**Run 1: signal metal coverage by tile**

25 x 25 tiles, from dark blue (low) to red (high), scaled to the fullest tile. Values are wire area over tile area, all layers added.
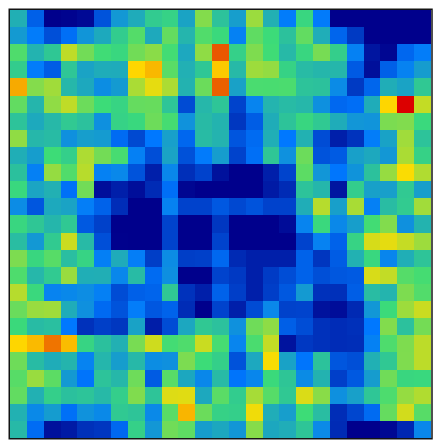
**Run 1: clock distribution**

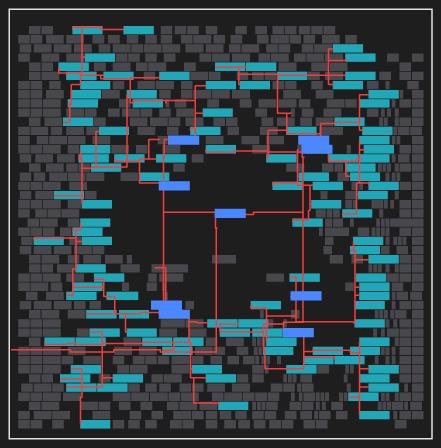
**Run 1: sequential cells coloured by netlist name**

Bar = 50 um. Other sequential cells in the stronger grey, the rest of the logic in the fainter grey.
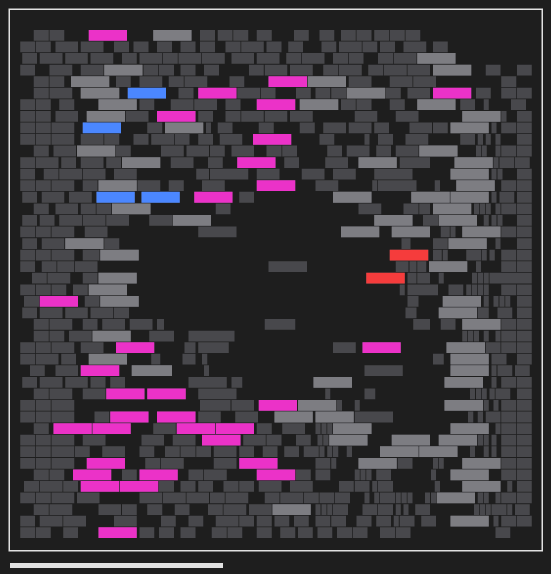
$ cat src/rtl/alu_arbiter.sv
// alu_arbiter: round-robin arbiter/sequencer sharing one ALU between
// two requesters; IDLE grants, EXEC lets the ALU settle, RESP returns.
// Ports:
//   clk, rst_n                   clock, async active-low reset
//   reqN_valid/ready/a/b/op      request channels (N = 0, 1)
//   rspN_valid/ready/result/zero response channels (N = 0, 1)
//   alu_a, alu_b, alu_control    registered operands to the ALU
//   alu_result, alu_zero         combinational ALU outputs
//   busy                         high outside IDLE
module alu_arbiter #(
   parameter int WIDTH = 32,
   parameter int OPW   = 4
) (
   input  logic             clk,
   input  logic             rst_n,
   input  logic             req0_valid,
   output logic             req0_ready,
   input  logic [WIDTH-1:0] req0_a,
   input  logic [WIDTH-1:0] req0_b,
   input  logic [OPW-1:0]   req0_op,
   input  logic             req1_valid,
   output logic             req1_ready,
   input  logic [WIDTH-1:0] req1_a,
   input  logic [WIDTH-1:0] req1_b,
   input  logic [OPW-1:0]   req1_op,
   output logic             rsp0_valid,
   input  logic             rsp0_ready,
   output logic [WIDTH-1:0] rsp0_result,
   output logic             rsp0_zero,
   output logic             rsp1_valid,
   input  logic             rsp1_ready,
   output logic [WIDTH-1:0] rsp1_result,
   output logic             rsp1_zero,
   output logic [WIDTH-1:0] alu_a,
   output logic [WIDTH-1:0] alu_b,
   output logic [OPW-1:0]   alu_control,
   input  logic [WIDTH-1:0] alu_result,
   input  logic             alu_zero,
   output logic             busy
);

   typedef enum logic [1:0] {
      IDLE,
      EXEC,
      RESP
   } state_t;

   state_t           state_q;
   logic             owner_q;
   logic             last_q;
   logic             busy_q;
   logic             rsp0_v_q;
   logic             rsp1_v_q;
   logic             zero_q;
   logic [WIDTH-1:0] a_q;
   logic [WIDTH-1:0] b_q;
   logic [WIDTH-1:0] res_q;
   logic [OPW-1:0]   op_q;

   logic             gnt0;
   logic             gnt1;
   logic             idle;
   logic             rsp_done;
   logic [WIDTH-1:0] a_d;
   logic [WIDTH-1:0] b_d;
   logic [OPW-1:0]   op_d;

   // req1 wins when alone, or on a tie when req0 was granted last.
   assign gnt1 = req1_valid & (~req0_valid | ~last_q);
   assign gnt0 = req0_valid & ~gnt1;

   // Gated by rst_n so no ready escapes while reset is held.
   assign idle       = (state_q == IDLE) & rst_n;
   assign req0_ready = idle & gnt0;
   assign req1_ready = idle & gnt1;

   assign a_d  = gnt1 ? req1_a  : req0_a;
   assign b_d  = gnt1 ? req1_b  : req0_b;
   assign op_d = gnt1 ? req1_op : req0_op;

   assign rsp_done = owner_q ? rsp1_ready : rsp0_ready;

   always_ff @(posedge clk or negedge rst_n) begin
      if (!rst_n) begin
         state_q  <= IDLE;
         owner_q  <= 1'b0;
         last_q   <= 1'b1;
         busy_q   <= 1'b0;
         rsp0_v_q <= 1'b0;
         rsp1_v_q <= 1'b0;
         zero_q   <= 1'b0;
         a_q      <= '0;
         b_q      <= '0;
         res_q    <= '0;
         op_q     <= '0;
      end else begin
         unique case (state_q)
            IDLE: begin
               if (gnt0 | gnt1) begin
                  a_q     <= a_d;
                  b_q     <= b_d;
                  op_q    <= op_d;
                  owner_q <= gnt1;
                  last_q  <= gnt1;
                  busy_q  <= 1'b1;
                  state_q <= EXEC;
               end
            end
            EXEC: begin
               res_q    <= alu_result;
               zero_q   <= alu_zero;
               rsp0_v_q <= ~owner_q;
               rsp1_v_q <= owner_q;
               state_q  <= RESP;
            end
            RESP: begin
               if (rsp_done) begin
                  rsp0_v_q <= 1'b0;
                  rsp1_v_q <= 1'b0;
                  busy_q   <= 1'b0;
                  state_q  <= IDLE;
               end
            end
            default: state_q <= IDLE;
         endcase
      end
   end

   assign alu_a       = a_q;
   assign alu_b       = b_q;
   assign alu_control = op_q;
   assign rsp0_valid  = rsp0_v_q;
   assign rsp1_valid  = rsp1_v_q;
   assign rsp0_result = res_q;
   assign rsp1_result = res_q;
   assign rsp0_zero   = zero_q;
   assign rsp1_zero   = zero_q;
   assign busy        = busy_q;

endmodule

$ cat config.mk
export PLATFORM = sky130hd
export DESIGN_NAME = alu_arbiter
export DESIGN_NICKNAME = d
export VERILOG_FILES = /design/src/rtl/alu_arbiter.sv
export SDC_FILE = /design/constraint.sdc
export NUM_CORES = 1
export LEC_CHECK = 0
export ABC_AREA = 0
export ABC_CLOCK_PERIOD_IN_PS = 3600
export CAP_MARGIN = 25
export CORE_AREA = 2 2 123 125
export CTS_BUF_LIST = sky130_fd_sc_hd__clkbuf_16
export DETAILED_ROUTE_END_ITERATION = 8
export DIE_AREA = 0 0 125 127
export PLACE_DENSITY = 0.81
export SYNTH_ARGS = -nofsm -noshare
export SYNTH_HDL_FRONTEND = slang
export SYNTH_SLANG_ARGS = --single-unit
$ cat constraint.sdc
create_clock -name clk -period 3.6 [get_ports clk]
set_input_delay 1.08 -clock clk [delete_from_list [all_inputs] [get_ports clk]]
set_output_delay 1.08 -clock clk [all_outputs]
set_load 0.03 [all_outputs]
==> results.txt, run 1 <==
Summary of the current implementation state.

- The run finished with clean final reports.
- The script logs the mean routed wire length per placed instance as between 15 and 20 um.
- The violation tally from detailed-route iteration zero is 151, for reference.
- After synthesis, the share of cell area in mux cells is 0.3594.
- TritonCTS built the clock tree.
- The measured slew at the worst slew-check pin is roughly 0.51 ns, for reference.
- The share of Yosys cell area claimed by the top area cell type is 0.4704, for reference.
- The share of the core area taken by cells at floorplan is 0.3946.
- The count of cell types in the netlist is 23, for reference.
- The chip area line in the Yosys stat output reads around 5700 um^2.
- The count of buffering cells on the critical path with inverters included is 2, for reference.
- The pre-CTS setup check shows a worst slack of between 0.2 and 0.3 ns.
- The longest incremental delay of any stage on the critical path is reported as between 0.5 and 0.6 ns.
- The clock-pin slew reported for the worst setup and hold paths after clock tree synthesis is ~0.06 ns, for reference.
- The number of search-and-repair iterations in the first detailed-routing pass is 4, for reference.
- Clock tree synthesis found a total of around 110 sinks.
- The cell area after layout is slightly above 9000 um^2, for reference.
- The detailed-placement wirelength estimate is 11,560 um, for reference.
- The slowest stage of the critical path is the clkdlybuf4s50_1 cell.
- The longest clock path from root to sink contains 2 buffers.
- The register bit total from synthesis is around 110, for reference.
- Setup repair after global routing left no endpoint under its margin.
- After synthesis, the mean cell area works out to roughly 13 um^2.
- In the final timing run, aggregate negative setup slack is 0 ns.
- The overall power is 8536 uW, for reference.
- The filler cells instantiated in the layout total 1,114.
- The critical-path maximum fanout is 4, for reference.
- The type of the worst setup path is input pin to output port, for reference.
- The overflow left after global routing is 0, for reference.
- Per the post-synthesis report, the number of cells in the design is roughly 420.
- The per-cell via count in the routed design is ~4.6, for reference.
- The count of inserted antenna diode cells is 0, for reference.
- Data on the critical path arrives at its endpoint at 2.23 ns.
- The number of top-level design ports is ~310, for reference.
- The synthesized-area fraction occupied by adder cells is 0, for reference.
- The horizontal die dimension is approximately 130 um, for reference.
- The class of the tightest hold or removal check is register to register, for reference.
- The script parses the final routing iteration and logs DRC violations as 0.
- The largest non-sequential cell family by area is multiplexers, for reference.
Notes on 'signal metal coverage by tile' above:
fullest tile: 0.43
mean over tiles: 0.15
nearly empty tiles: 7.4%
tiles over half the peak: 23%
emptiest ninth of the die: centre
drt total wl: 14,680 um
GRT Util Overall: 0.1822

Notes on 'clock distribution' above:
[cyan] flip-flops | count: 108
[blue] clock drivers | count: 9
[red] clock wires | length: 1,280 um
flops lie: spread over the die
routed clock nets: 10
clock network power consumption: 953 uW
share of total power in the clock network: 0.112
insertion delay to the later sink of the worst-skew pair: 0.33 ns

Notes on 'sequential cells coloured by netlist name' above:
| colour | netlist name | sequential cells |
|---|---|---|
| blue | alu_control | 4 |
| magenta | alu_a | 32 |
| red | state_q | 2 |
power attributed to sequential cells: 2270 uW
fraction of area in registers: 0.2987
sequential cell area in the final layout: 2704 um^2
final standard cell utilization of the core: 0.6276

==> run 1: area by class of cell <==
type / instances / area share
multi-input combinational: 255 / 0.2815
timing repair buffer: 322 / 0.3619
sequential: 108 / 0.2987
clock buffer: 9 / 0.02488
clock inverter: 7 / 0.006773
tap: 184 / 0.02543
inverter: 2 / 0.0008293
==> run 1: layout by cell type (no fill, tap or decap), types with 2 or more instances in the layout <==
cell / count
clkdlybuf4s50_1: 310
mux2_4: 134
dfrtp_1: 107
nand2_1: 102
clkbuf_16: 9
buf_4: 6
inv_1: 5
buf_12: 5
mux2_2: 3
nor2_1: 2
nand2b_1: 2
o22ai_1: 2
==> run 1: layer usage <==
layer / share of wire / vias up / track usage
met5: 0 / - / 0
met4: 0.020 / 0 / 0.05686
li1: - / 1926 / -
met3: 0.074 / 20 / 0.04564
met1: 0.38 / 1922 / 0.2019
met2: 0.53 / 196 / 0.3434
==> run 1: logic make-up (layout without fill, tap and decap cells) <==
family                 count (synthesis)  after routing
and+or+nand+nor                      109            109
DFF                                  108            108
buffers and inverters                 59            340
muxes                                137            137
AOI/OAI and AO/OA                      9              9
==> run 1: tightest hold or removal path, delay by kind of cell, from the launching register on <==
family	cells	cell delay [ns]
AND/OR/NAND/NOR	2	0.11
flip-flops	1	0.36
==> run 1: flip-flops by register name (all words and copies together), names as in the netlist, 2 cells and up <==
signal	cells
alu_a	32
alu_b	32
rsp0_result	32
alu_control	4
state_q	2
==> run 1: cells in the mapped netlist (all sizes together) <==
cell,instances
o21bai,1
buf,49
a21oi,1
dfstp,1
nor2,2
nand2,102
clkbuf,8
o21a,1
inv,2
a31oi,1
nor2b,2
nand2b,2
o22ai,2
o21ai,1
and4,1
mux2,137
dfrtp,107
a21bo,1
o32ai,1
==> run 1: final timing paths <==
check                                            startpoint                          end  slack, ns  depth (start not counted)
worst min-delay path            rsp0_result[21]$_DFFE_PN0P_  rsp0_result[21]$_DFFE_PN0P_       0.50                          2
worst max register to register       state_q[1]$_DFFE_PN0P_         alu_b[1]$_DFFE_PN0P_       1.51                          4
worst min register to register  rsp0_result[21]$_DFFE_PN0P_  rsp0_result[21]$_DFFE_PN0P_       0.50                          2
worst max-delay path                             req1_valid                   req0_ready       0.29                          4
min in group asynchronous                             rst_n       rsp0_valid$_DFFE_PN0P_       0.80                          2
max in group asynchronous                             rst_n           last_q$_DFFE_PN1P_       1.66                          4
==> run 1: power breakdown <==
part / switching, uW / total, uW / internal (uW)
sequential: 427 / 2270 / 1840
combinational: 2730 / 5310 / 2580
clock: 422 / 953 / 531
total: 3580 / 8540 / 4960
==> run 1: per-stage QoR <==
stage | hold WS (ns) | instances
after CTS | 0.5123 | 886
after detailed placement | 0.4903 | 870
after global routing | 0.5234 | 887
after floorplan | 0.4728 | 422
after global placement | 0.4783 | 869
final | 0.5033 | 887
==> run 2, diff against run 1 <==
--- a/config.mk
+++ b/config.mk
@@ -6,13 +6,12 @@
 export NUM_CORES = 1
 export LEC_CHECK = 0
 export ABC_AREA = 0
-export ABC_CLOCK_PERIOD_IN_PS = 3600
 export CAP_MARGIN = 25
 export CORE_AREA = 2 2 123 125
 export CTS_BUF_LIST = sky130_fd_sc_hd__clkbuf_16
 export DETAILED_ROUTE_END_ITERATION = 8
 export DIE_AREA = 0 0 125 127
-export PLACE_DENSITY = 0.81
+export PLACE_DENSITY_LB_ADDON = 0.08
 export SYNTH_ARGS = -nofsm -noshare
 export SYNTH_HDL_FRONTEND = slang
 export SYNTH_SLANG_ARGS = --single-unit
**Run 2: clock distribution**

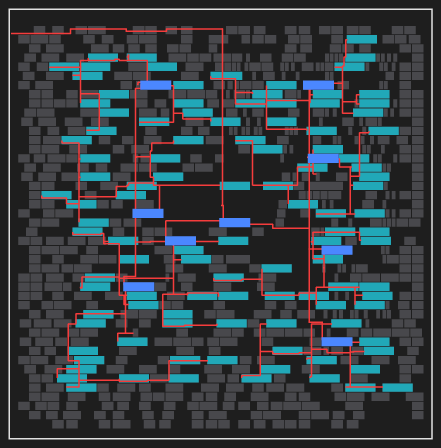
insertion delay to the later sink of the worst-skew pair: 0.34 ns
maximum clock skew at final layout: 0.008942 ns
share of total power in the clock network: 0.103
clock network power consumption: 870 uW

==> run 2 against run 1 <==
  * Sequential share of layout area up 0.17 points
  * Worst hold slack better by 0.0026 ns
  * Global-route usage up 1.0 points
  * Core utilization down 0.36 points
  * Clock power down 8.7%
  * Cell count up 0.45%
==> results.txt, run 2 <==
Summary of the current implementation state.

- For the completed layout, the total cell area is recorded as between 9000 and 10,000 um^2.
- The stat command in Yosys gives a chip area of around 5700 um^2.
- The post-synthesis instance total is 422, for reference.
- For reference, the most critical setup path is categorized as input pin to output port.
- The final-layout worst hold slack is approximately 0.51 ns, for reference.
- Sorting the synthesized cells by how often they occur yields mux2_4, dfrtp_1, nand2_1, buf_4, clkbuf_1.
- After its last routability iteration, the placer logged a weighted congestion of a little under 0.8.
- The count of flip-flops with a built-in enable after synthesis is 0, for reference.
- The cell-mix breakdown from Yosys lists the adder-cell area share as 0.
- The worst path needs between 3 and 4 ns of the cycle, external delays included.
- The count of inserted antenna diode cells is 0, for reference.
- The flow ran to the end, and the final reports show no timing, DRC or antenna violations.
- The detailed-route DRC error count is 0, for reference.
- The number of standard cells in the layout, taps in and fillers out is around 900, for reference.
- The synthesized area per cell is between 10 and 15 um^2, for reference.
- The iteration count recorded for the first detailed-route pass is 6.
- The number of top-level design ports is 314, for reference.
- Per the synthesis report, the number of distinct cell types is 23.
- Setup repair after global routing left no endpoint under its margin.
- The largest non-sequential cell family by area is multiplexers, for reference.
- The most common logic cell in the routed design is clkdlybuf4s50_1, for reference.
- The min-delay analysis places its worst path in the category register to register.
- The share of Yosys cell area claimed by the top area cell type is 0.4704, for reference.
- The OpenROAD report gives the critical path a data arrival time of between 2 and 2.5 ns.
- The detailed-placement wirelength estimate is 11,760 um, for reference.
- The sum of negative setup slack is 0 ns, for reference.
- The maximum root-to-sink buffer count is 2, for reference.
- The effective utilization at floorplan is 0.3946, for reference.
- The horizontal die dimension is around 130 um, for reference.
- The TritonCTS clock tree is done, for reference.
- Clock tree synthesis found a total of ~110 sinks.
- The die area is about 16,000 um^2, for reference.
- The most used standard cell by instance count after synthesis is mux2_4, for reference.
- After clock tree synthesis, the clock-pin slew on the worst setup and hold paths is roughly 0.060 ns.
- The multiplexer share of the synthesized area is 0.3594, for reference.
- The top cell types in the final layout, fill and taps aside, are clkdlybuf4s50_1, mux2_4, dfrtp_1.
- The final power report lists total power as roughly 8500 uW.
- The measured slew at the worst slew-check pin is 0.9170 ns, for reference.
- Post-synth the commonest register cell is dfrtp_1.
- Per the timing report, the biggest fanout along the worst path comes to 4.
**Run 2: signal metal coverage by tile**

25 x 25 tiles, from dark blue (low) to red (high), scaled to the fullest tile. Values are wire area over tile area, all layers added.
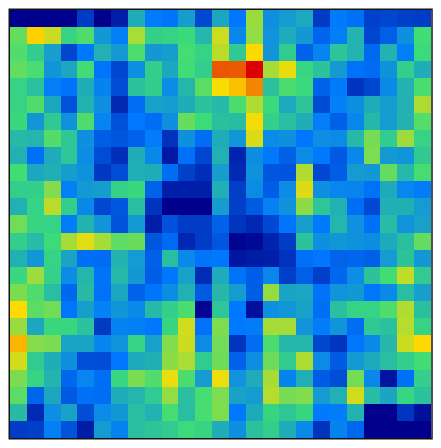
fullest tile: 0.44
mean over tiles: 0.16
emptiest ninth of the die: centre
vias after detailed routing: 4,104
GRT Util Overall: 0.1926
drt total wl: 15,170 um
WL/cell: 17.02 um

==> run 2: cell counts after synthesis <==
No cell type changed its count.
==> run 2: logic make-up (layout without fill, tap and decap cells) <==
kind of cell	after synthesis	in the layout
multiplexers	137	137
AND/OR/NAND/NOR	109	109
flip-flops	108	108
buffers and inverters	59	344
AND-OR/OR-AND	9	9
==> run 2: worst paths after layout <==
check / cells past startpoint / to / slack [ns] / startpoint
max: 4 / req1_ready / 0.24 / req1_valid
min: 2 / rsp0_result[7]$_DFFE_PN0P_ / 0.51 / rsp0_result[7]$_DFFE_PN0P_
max reg2reg: 4 / alu_a[2]$_DFFE_PN0P_ / 1.43 / last_q$_DFFE_PN1P_
min reg2reg: 2 / rsp0_result[7]$_DFFE_PN0P_ / 0.51 / rsp0_result[7]$_DFFE_PN0P_
max in group asynchronous: 2 / alu_control[3]$_DFFE_PN0P_ / 2.00 / rst_n
min in group asynchronous: 2 / rsp0_result[25]$_DFFE_PN0P_ / 0.81 / rst_n
==> run 2: cell type report <==
cell class                 count  area, um^2
multi-input combinational    255        2549
timing repair buffer         326        3256
sequential                   108        2704
clock buffer                   9       225.2
clock inverter                 7       30.03
tap                          184       230.2
inverter                       2       7.507
fill                        1195        5423
==> run 2: through the flow <==
| stage | setup slack [ns] | util |
|---|---|---|
| final | 0.2385 | 0.6240 |
| after detailed placement | 0.2489 | 0.6064 |
| after CTS | 0.2397 | 0.6240 |
| after global routing | 0.2132 | 0.6240 |
| after floorplan | 0.5360 | - |
| after global placement | 0.2912 | 0.6044 |
==> run 2: where the power goes <==
group	internal (uW)	switching, uW	total [uW]
logic	2590	2720	5320
clock network	456	414	870
registers	1840	419	2260
total	4890	3560	8450
==> run 2: worst max-delay path, cell delays in order <==
cell and delay (ns):
clkdlybuf4s50_1 0.54, a21bo_4 0.26, nor2_1 0.19, buf_4 0.21
==> run 2: metal layers <==
| layer | global-route usage | part of all wire | vias to the layer above |
|---|---|---|---|
| met2 | 0.3414 | 0.51 | 199 |
| li1 | - | - | 1938 |
| met4 | 0.08170 | 0.030 | 0 |
| met1 | 0.2104 | 0.38 | 1940 |
| met3 | 0.06700 | 0.083 | 27 |
| met5 | 0 | 0 | - |
Power figures rest on the tool's default switching activity, not on a simulated workload.
